$ cat config.mk
export PLATFORM = sky130hd
export DESIGN_NAME = grant_accumulator
export DESIGN_NICKNAME = d
export VERILOG_FILES = /design/src/rtl/grant_accumulator.sv
export SDC_FILE = /design/constraint.sdc
export NUM_CORES = 1
export LEC_CHECK = 0
export CAP_MARGIN = 10
export CORE_ASPECT_RATIO = 1.25
export CORE_MARGIN = 5
export CORE_UTILIZATION = 65
export DETAILED_ROUTE_END_ITERATION = 6
export DONT_BUFFER_PORTS = 1
export PLACE_DENSITY_LB_ADDON = 0.25
export RECOVER_POWER = 50
export SKIP_LAST_GASP = 1
export SLEW_MARGIN = 30
export SYNTH_ARGS = -nofsm -noshare
export SYNTH_HDL_FRONTEND = slang
export SYNTH_SLANG_ARGS = --single-unit
$ cat constraint.sdc
create_clock -name clk -period 4.9 [get_ports clk]
set_clock_uncertainty 0.15 [all_clocks]
set_input_delay 0.49 -clock clk [delete_from_list [all_inputs] [get_ports clk]]
set_output_delay 0.49 -clock clk [all_outputs]
set_load 0.01 [all_outputs]
$ cat src/rtl/grant_accumulator.sv
// Shared accumulator behind the round-robin arbiter: adds the granted requester's operand, then acks it.
// Four cycles per operand minimum: accept, add, ack, release (release waits for the grant to drop).
module grant_accumulator #(
    parameter int N_REQ  = 4,
    parameter int DATA_W = 16,
    parameter int ACC_W  = 24,
    parameter int CNT_W  = 16
) (
    input  logic                    clk,
    input  logic                    rst_n,
    input  logic [N_REQ-1:0]        grant,
    input  logic [N_REQ*DATA_W-1:0] data_in,
    input  logic                    clear,
    output logic [N_REQ-1:0]        ack,
    output logic [ACC_W-1:0]        sum,
    output logic [CNT_W-1:0]        count,
    output logic                    overflow,
    output logic                    grant_err,
    output logic                    busy
);

    localparam int IDX_W = (N_REQ > 1) ? $clog2(N_REQ) : 1;

    localparam logic [1:0] S_IDLE    = 2'd0;
    localparam logic [1:0] S_ADD     = 2'd1;
    localparam logic [1:0] S_ACK     = 2'd2;
    localparam logic [1:0] S_RELEASE = 2'd3;

    logic [1:0]        state_q, state_d;
    logic [IDX_W-1:0]  idx_q, idx_d;
    logic [DATA_W-1:0] opnd_q, opnd_d;
    logic [ACC_W-1:0]  sum_q, sum_d;
    logic [CNT_W-1:0]  count_q, count_d;
    logic              ovf_q, ovf_d;
    logic              gerr_q, gerr_d;
    logic [N_REQ-1:0]  ack_q, ack_d;

    logic [IDX_W-1:0]  gidx;
    logic [DATA_W-1:0] gdata;
    logic              grant_one_hot;
    logic              grant_multi;
    logic [ACC_W:0]    add_full;

    always_comb begin
        gidx  = '0;
        gdata = '0;
        for (int i = 0; i < N_REQ; i++) begin
            if (grant[i]) begin
                gidx  = IDX_W'(i);
                gdata = data_in[i*DATA_W +: DATA_W];
            end
        end
        grant_one_hot = (grant != '0) && ((grant & (grant - N_REQ'(1))) == '0);
        grant_multi   = (grant != '0) && !grant_one_hot;
        add_full      = {1'b0, sum_q} + {1'b0, ACC_W'(opnd_q)};
    end

    always_comb begin
        state_d = state_q;
        idx_d   = idx_q;
        opnd_d  = opnd_q;
        sum_d   = sum_q;
        count_d = count_q;
        ovf_d   = ovf_q;
        gerr_d  = gerr_q;
        ack_d   = '0;

        case (state_q)
            S_IDLE: begin
                if (grant_one_hot) begin
                    idx_d   = gidx;
                    opnd_d  = gdata;
                    state_d = S_ADD;
                end else if (grant_multi) begin
                    gerr_d = 1'b1;
                end
            end
            S_ADD: begin
                // clear coinciding with an add restarts the sum at this operand
                if (clear) begin
                    sum_d   = ACC_W'(opnd_q);
                    count_d = CNT_W'(1);
                    ovf_d   = 1'b0;
                end else begin
                    sum_d   = add_full[ACC_W-1:0];
                    count_d = (count_q == '1) ? count_q : count_q + CNT_W'(1);
                    ovf_d   = ovf_q | add_full[ACC_W];
                end
                state_d = S_ACK;
            end
            S_ACK: begin
                ack_d   = N_REQ'(1) << idx_q;
                state_d = S_RELEASE;
            end
            default: begin
                if (!grant[idx_q]) state_d = S_IDLE;
            end
        endcase

        if (clear && state_q != S_ADD) begin
            sum_d   = '0;
            count_d = '0;
            ovf_d   = 1'b0;
        end
    end

    always_ff @(posedge clk) begin
        if (!rst_n) begin
            state_q <= S_IDLE;
            idx_q   <= '0;
            opnd_q  <= '0;
            sum_q   <= '0;
            count_q <= '0;
            ovf_q   <= 1'b0;
            gerr_q  <= 1'b0;
            ack_q   <= '0;
        end else begin
            state_q <= state_d;
            idx_q   <= idx_d;
            opnd_q  <= opnd_d;
            sum_q   <= sum_d;
            count_q <= count_d;
            ovf_q   <= ovf_d;
            gerr_q  <= gerr_d;
            ack_q   <= ack_d;
        end
    end

    assign ack       = ack_q;
    assign sum       = sum_q;
    assign count     = count_q;
    assign overflow  = ovf_q;
    assign grant_err = gerr_q;
    assign busy      = (state_q != S_IDLE);

endmodule

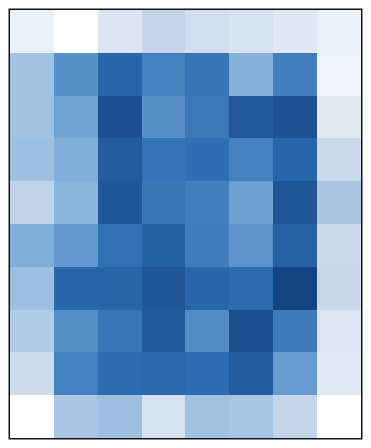
Run 1: cell density map
The die is cut into 8 by 10 equal tiles; white is low, dark blue is high, 0 to 100% covered.
nearly empty tiles = 3.7%
mean over tiles = 52%
tiles over 75% full = 28%
densest ninth of the die = centre
fullest tile = 92%
FP Util: 0.6703
final core occ: 0.6999
Core ar.: 0.006166 mm^2

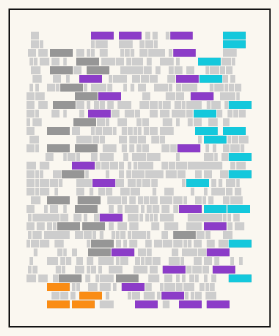
Run 1: register map, names as in the netlist
Other sequential cells in the stronger grey, the rest of the logic in the fainter grey.
orange -> ack  # placed flops 4, where south-west
cyan -> count  # placed flops 16
purple -> sum  # placed flops 24
not coloured = 22
Flop+latch power: 0.607 mW
FF/Latch Area: 0.001321 mm^2
Seq/total area: 0.3062

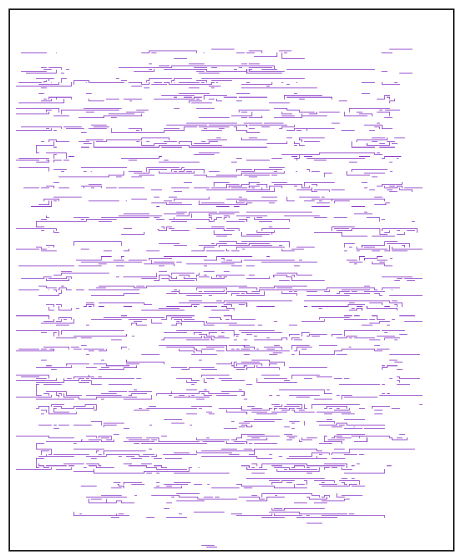
Run 1: signal wires on met1
longest straight run = 18.9 um
wire length on this layer = 4030 um
nets with wire on the layer = 537
share of all routed wire = 40%
main direction = horizontal
GRT met1 Usage: 0.2935
Routed WL: 10070 um
via count: 3675

==> results.sh, run 1 <==
# physical design summary
export IMPL_finalSetupViolations=0
export IMPL_fill_cells=554
export IMPL_min_period_over_period=0.5785
export IMPL_post_drt_wl_per_cell_um=17.50
export IMPL_crit_required_ns=5.01
export IMPL_failed_checks="capacitance limit, slew limit"
export IMPL_clkLatencyLatePin_ns=0.34
export IMPL_drc=0
export IMPL_drv_cap=1
export IMPL_grt_pass1_vias=3627
export IMPL_reg2reg_slack_ns=2.07
export IMPL_most_common_layout_cells="nor2_1, dfxtp_1, nand2_1"
export IMPL_ant_nets=0
export IMPL_rows=32
export IMPL_grt_overflow=0
export IMPL_worstPathCellList="ha_1 > inv_1 > fa_1 > and2b_1 > o2111ai_2 > a21oi_4 > nor4_2 > or4_1 > a21oi_1"
export IMPL_ys_types=62
export IMPL_drt_pass1_iterations=4
export IMPL_ys_area_mm2=0.004133
export IMPL_antenna_cells=0
export IMPL_clockBufferDepth=2
export IMPL_reg2reg_from="sum[0]"
export IMPL_fin_area_mm2=0.004315
export IMPL_synth_nets=599
export IMPL_clockRootBuffer="clkbuf_8"
export IMPL_critPathBufInv=1
export IMPL_tool_warnings=28
export IMPL_synth_cells=507
export IMPL_crit_type="register to register"
export IMPL_fp_dieW_um=81.32
export IMPL_drive_gt1_frac=0.05714
export IMPL_slowest_delay_ns=0.52
export IMPL_ys_seq_share=0.3197
export IMPL_clk_pin_slew_ns=0.07
export IMPL_yosysWarnings=0
export IMPL_drtIter0Drc=181
export IMPL_async_flop_share=0
export IMPL_tightest_slew_ns=1.616
export IMPL_layout_area_comb_mm2=0.002631
export IMPL_fin_crit_ns=2.835
export IMPL_hold_depth=2
export IMPL_worst_ir_drop_vdd_v=0.0001542
export IMPL_synth_seq_cells=66
export IMPL_htree_levels=3
export IMPL_routed_via_density=6.391
export IMPL_hold_viol=0
export IMPL_ff2ff_path_depth=9
export IMPL_die_area_mm2=0.008063
export IMPL_ctsHoldBuffers=0
export IMPL_cts_tree="yes"
export IMPL_antenna_found_initial=0
export IMPL_status="complete, but fails checks"
export IMPL_port_buffers=0
export IMPL_cts_resized=0
export IMPL_r2r_end="sum[22]"
export IMPL_power_mw=1.336
export IMPL_num_io_pins=118
export IMPL_cp_slowest_cell="or4_1"
export IMPL_syn_cell_area_mm2=0.004133
export IMPL_place_area_mm2=0.004114
export IMPL_synth_avg_cell_area_um2=8.151
export IMPL_edf_count=0
export IMPL_end_kind="register"
export IMPL_holdPathEnd="sum[15]"
export IMPL_leakage_nw=1.655
export IMPL_hold_start="rst_n"
export IMPL_ys_flop_type="dfxtp_1"
export IMPL_p_per_area_mw_per_mm2=309.7
export IMPL_grt_pass1_wl_um=16730
export IMPL_lay_top_count="nor2_1"
export IMPL_hp_class="primary input to register"
export IMPL_postCtsSetupBuffers=0
export IMPL_totalNegativeSetupSlack_ns=0
export IMPL_ys_cells=507
export IMPL_worst_path_max_fanout=6
export IMPL_rsz0062_at_grt="no"
export IMPL_grt_usage=0.2576
export IMPL_slew_violations=38
export IMPL_startpoint_type="register"
export IMPL_max_freq_mhz=352.8
export IMPL_hpwlAfterDp_um=7636
export IMPL_numCtsBuffers=9
export IMPL_slew_headroom=-0.07796
export IMPL_cp_arrival_ns=2.94
export IMPL_cp_top_family="simple AND/OR/NAND/NOR gates"
export IMPL_gp_congestion=0.9240
export IMPL_cp_depth=9
export IMPL_die_y_um=99.15
export IMPL_fin_nets=578
export IMPL_syn2layout_area_growth_pct=4.420
-- run 1: area by class of cell --
| class | count | share of cell area |
|---|---|---|
| Multi-Input combinational cell | 396 | 0.6097 |
| Timing Repair Buffer | 2 | 0.003479 |
| Clock inverter | 3 | 0.01508 |
| Clock buffer | 12 | 0.03131 |
| Sequential cell | 66 | 0.3062 |
| Inverter | 11 | 0.009568 |
| Tap cell | 85 | 0.02464 |
-- run 1: power breakdown --
part	total, mW	switching [mW]	internal, mW	leakage, nW
Clock	0.472	0.189	0.284	0.100
Sequential	0.607	0.0373	0.570	0.536
Combinational	0.257	0.152	0.105	1.02
Total	1.34	0.379	0.958	1.65
-- run 1: Yosys cell counts (9+ instances only) --
cell type | instances | area [um^2]
ha_1 | 20 | 250.2
nand2_1 | 38 | 142.6
nor3b_1 | 11 | 82.58
nor2_1 | 69 | 259.0
nand3_1 | 10 | 50.05
inv_1 | 11 | 41.29
o21a_1 | 9 | 67.56
a221oi_1 | 18 | 157.7
a21oi_1 | 33 | 165.2
a211oi_1 | 21 | 157.7
a22oi_1 | 16 | 120.1
xor2_1 | 17 | 148.9
dfxtp_1 | 66 | 1321
o21ai_0 | 20 | 100.1
clkbuf_1 | 21 | 78.83
-- run 1: stage by stage --
| step | worst slack, ns | hold slack [ns] | std cells |
|---|---|---|---|
| floorplan | 2.376 | 0.3177 | 507 |
| global placement | 2.223 | 0.3334 | 560 |
| detailed placement | 2.097 | 0.3513 | 560 |
| CTS | 2.088 | 0.1088 | 575 |
| global route | 1.923 | 0.1113 | 575 |
| finish | 2.065 | 0.1265 | 575 |
-- run 1: state kept, by name, summed over array words and instances (netlist names) --
register and cells:
ack 4, count 16, grant_err 1, idx_q 2
opnd_q 16, overflow 1, state_q 2, sum 24
-- run 1: layer usage --
metal,share of wire,vias up,GRT usage
met5,0,-,0
met4,0.024,0,0.1131
met3,0.087,17,0.07518
met2,0.49,140,0.4379
met1,0.40,1677,0.2935
li1,-,1841,-
-- run 1: kinds of logic (layout without fill, tap and decap cells) --
| logic type | after synthesis | after routing | share of synthesized area |
|---|---|---|---|
| simple gates | 184 | 184 | 0.2265 |
| compound gates | 159 | 159 | 0.2676 |
| buf+inv | 45 | 28 | 0.04632 |
| mux | 10 | 10 | 0.02755 |
| fa+ha+maj | 22 | 22 | 0.06782 |
| flops | 66 | 66 | 0.3197 |
| xor+xnor | 21 | 21 | 0.04450 |
-- run 1: worst max path at each step --
| stage | startpoint | endpoint | slack, ns |
|---|---|---|---|
| floorplan | sum[0] | sum[20] | 2.38 |
| global placement | sum[0] | sum[18] | 2.22 |
| detailed placement | sum[0] | sum[22] | 2.10 |
| CTS | sum[0] | sum[22] | 2.09 |
| global route | sum[0] | sum[20] | 1.92 |
| finish | sum[0] | sum[22] | 2.07 |
==> run 1 -> run 2 <==
--- a/config.mk
+++ b/config.mk
@@ -8,7 +8,7 @@
 export CAP_MARGIN = 10
 export CORE_ASPECT_RATIO = 1.25
 export CORE_MARGIN = 5
-export CORE_UTILIZATION = 65
+export CORE_UTILIZATION = 58
 export DETAILED_ROUTE_END_ITERATION = 6
 export DONT_BUFFER_PORTS = 1
 export PLACE_DENSITY_LB_ADDON = 0.25
==> constraint.sdc (replaced) <==
create_clock -name clk -period 2.5 [get_ports clk]
set_clock_uncertainty 0.15 [all_clocks]
set_input_delay 0.25 -clock clk [delete_from_list [all_inputs] [get_ports clk]]
set_output_delay 0.25 -clock clk [all_outputs]
set_load 0.01 [all_outputs]
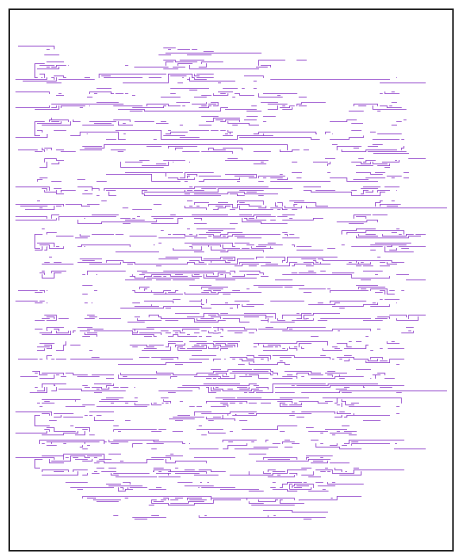
Run 2: signal wires on met1
GRT met1 Usage: 0.2845
via count: 3809

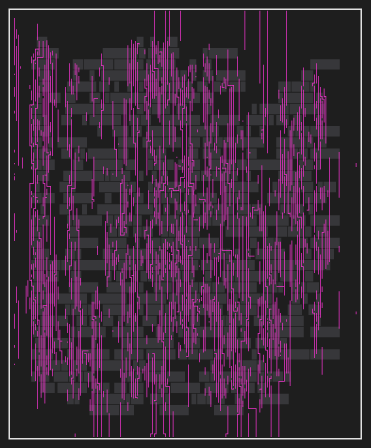
Run 2: metal 2
Cells faint in the background.
wire length on this layer = 5220 um
share of all routed wire = 49%
longest straight run = 41.6 um
main direction = vertical
nets with wire on the layer = 499
Routed WL: 10740 um
grt met2 use: 0.3928

==> run 2 against run 1 <==
The flow now finishes without violations; first-iteration DRC count is 5.5% higher; clock power is 81% higher; final cell count is 5.7% higher; fmax is 15% higher; synthesized area stayed put; register-to-register slack worse by 2.0 ns; critical path depth stayed put; cell area is 5.5% higher; worst setup slack worse by 2.0 ns; power is 94% higher; sequential power is 96% higher.
==> results.sh, run 2 <==
# physical design summary
export IMPL_status="completed"
export IMPL_setup_ws_ns=0.03150
export IMPL_htree_levels=3
export IMPL_ant_nets=0
export IMPL_fp_dieW_um=85.50
export IMPL_die_y_um=104.4
export IMPL_yosys_top_cells_count="nor2_1, dfxtp_1, nand2_1"
export IMPL_crit_required_ns=2.60
export IMPL_ys_sh_aoi=0.2676
export IMPL_fin_crit_ns=2.468
export IMPL_cp_arrival_ns=2.57
export IMPL_synth_nets=599
export IMPL_hp_class="primary input to register"
export IMPL_dr_wl_met2_um=5221
export IMPL_place_ws_ns=-0.02811
export IMPL_async_flop_share=0
export IMPL_cp_top_family="simple AND/OR/NAND/NOR gates"
export IMPL_largest_register_ffs=24
export IMPL_ys_flop_type="dfxtp_1"
export IMPL_drive_gt1_frac=0.09846
export IMPL_critPathBufInv=1
export IMPL_port_buffers=0
export IMPL_ys_sh_mux=0.02755
export IMPL_clkLatencyLatePin_ns=0.33
export IMPL_drv_cap=0
export IMPL_numCtsBuffers=9
export IMPL_post_synth_top_area_cell="dfxtp_1"
export IMPL_tightest_slew_ns=0.7325
export IMPL_yosysMostFrequentCell="nor2_1"
export IMPL_crit_type="register to register"
export IMPL_antenna_cells=0
export IMPL_finalSetupViolations=0
export IMPL_slowest_delay_ns=0.51
export IMPL_simple_gate_share=0.2265
export IMPL_cts_tree="yes"
export IMPL_grt_usage=0.2358
export IMPL_dr_max_layer_used="met4"
export IMPL_antenna_found_initial=0
export IMPL_ys_seq_share=0.3197
export IMPL_clk_pin_slew_ns=0.07
export IMPL_routed_via_density=6.265
export IMPL_hpwlAfterDp_um=7902
export IMPL_drc=0
export IMPL_dp_cells=583
export IMPL_most_common_layout_cells="nor2_1, dfxtp_1, nand2_1"
export IMPL_slew_violations=0
export IMPL_power_mw=2.586
export IMPL_ys_types=62
export IMPL_fp_utilization=0.5924
export IMPL_num_io_pins=118
export IMPL_grt_pass1_wl_um=17350
export IMPL_finalNonFillerCells=608
export IMPL_xor_share=0.04450
export IMPL_synth_top_area_share=0.3197
export IMPL_end_kind="register"
export IMPL_rsz0062_at_grt="yes"
export IMPL_synth_cells=507
export IMPL_clockRootBuffer="clkbuf_8"
export IMPL_slew_headroom=0.5111
export IMPL_coreArea_mm2=0.006977
export IMPL_post_drt_wl_per_cell_um=17.67
export IMPL_fa_ha_area_frac=0.06782
export IMPL_worst_path_max_fanout=4
export IMPL_worst_ir_drop_vdd_v=0.0003329
export IMPL_drt_pass1_iterations=4
export IMPL_die_area_mm2=0.008924
export IMPL_edf_count=0
export IMPL_startpoint_type="register"
export IMPL_grt_overflow=0
export IMPL_lay_top_count="nor2_1"
export IMPL_worstPathCellList="ha_4 > inv_2 > fa_2 > and2b_2 > o2111ai_4 > a21oi_4 > nor4_2 > or4_1 > a21oi_1"
export IMPL_synth_seq_cells=66
export IMPL_fin_nets=606
export IMPL_gp_congestion=0.8827
export IMPL_rows=34
export IMPL_ys_area_mm2=0.004133
export IMPL_top_cells_by_area="dfxtp_1, nor2_1, ha_1"
export IMPL_wl_met3_um=875
export IMPL_wl_met1_um=4385
export IMPL_yosysWarnings=0
export IMPL_grt_pass1_vias=3668
export IMPL_drtIter0Drc=191
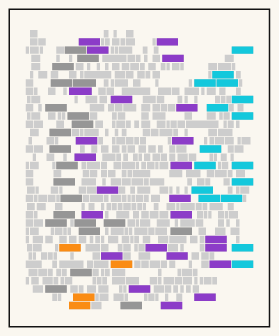
Run 2: register map, names as in the netlist
Other sequential cells in the stronger grey, the rest of the logic in the fainter grey.
FF/Latch Area: 0.001324 mm^2
final core occ: 0.6524

[run 2: cell count changes in the layout (fill, tap and decap cells not counted), moves of 2 or more]
cell	change
dlygate4sd3_1	+8
dfxtp_2	+2
clkbuf_1	+3
buf_4	+15
dfxtp_1	-2
[run 2: timing repair]
item                       CTS  global route
buffers inserted             1             1
gates resized                4             6
hold buffers                 7             1
hold endpoints to repair    18             2
gates cloned                 0             0
pin swaps                    2             5
setup endpoints to repair    3             7
[run 2: kinds of logic (layout without fill, tap and decap cells)]
kind of cell,count (synthesis),after routing
xor+xnor,21,21
buf+inv,45,56
mux,10,10
fa+ha+maj,22,22
simple gates,184,184
compound gates,159,159
flops,66,66
[run 2: stage by stage]
step	area [um^2]	TNS, ns
5_1_grt	4552	-0.1967
3_5_place_dp	4245	-0.06823
2_1_floorplan	4133	0
3_3_place_gp	4245	0
6_report	4552	0
4_1_cts	4531	-0.06648
[run 2: power by group]
part | total (mW) | internal [mW] | leakage (nW) | switching (mW)
combinational | 0.546 | 0.230 | 1.13 | 0.316
clock | 0.853 | 0.480 | 0.0962 | 0.373
sequential | 1.19 | 1.12 | 0.537 | 0.0700
total | 2.59 | 1.83 | 1.76 | 0.759
[run 2: layout make-up]
| type | instances | area share |
|---|---|---|
| flip-flops and latches | 66 | 0.2908 |
| multi-input cells | 396 | 0.5833 |
| clock buffers | 12 | 0.03189 |
| inverters | 11 | 0.009071 |
| clock inverters | 3 | 0.008796 |
| well taps | 90 | 0.02474 |
| repair buffers | 30 | 0.05140 |
[run 2: per-layer routing]
metal | GRT usage | up-vias
met5 | 0 | -
met2 | 0.3928 | 162
li1 | - | 1899
met1 | 0.2845 | 1725
met3 | 0.05943 | 23
met4 | 0.09955 | 0
[run 2: final timing paths]
check             startpoint        end  slack (ns)  cells after the start
setup / recovery      sum[0]    sum[22]        0.03                      9
hold / removal         clear     sum[6]        0.01                      2
setup reg to reg      sum[0]    sum[22]        0.03                      9
hold reg to reg    grant_err  grant_err        0.35                      2
Power is estimated from default activity; no workload was simulated.
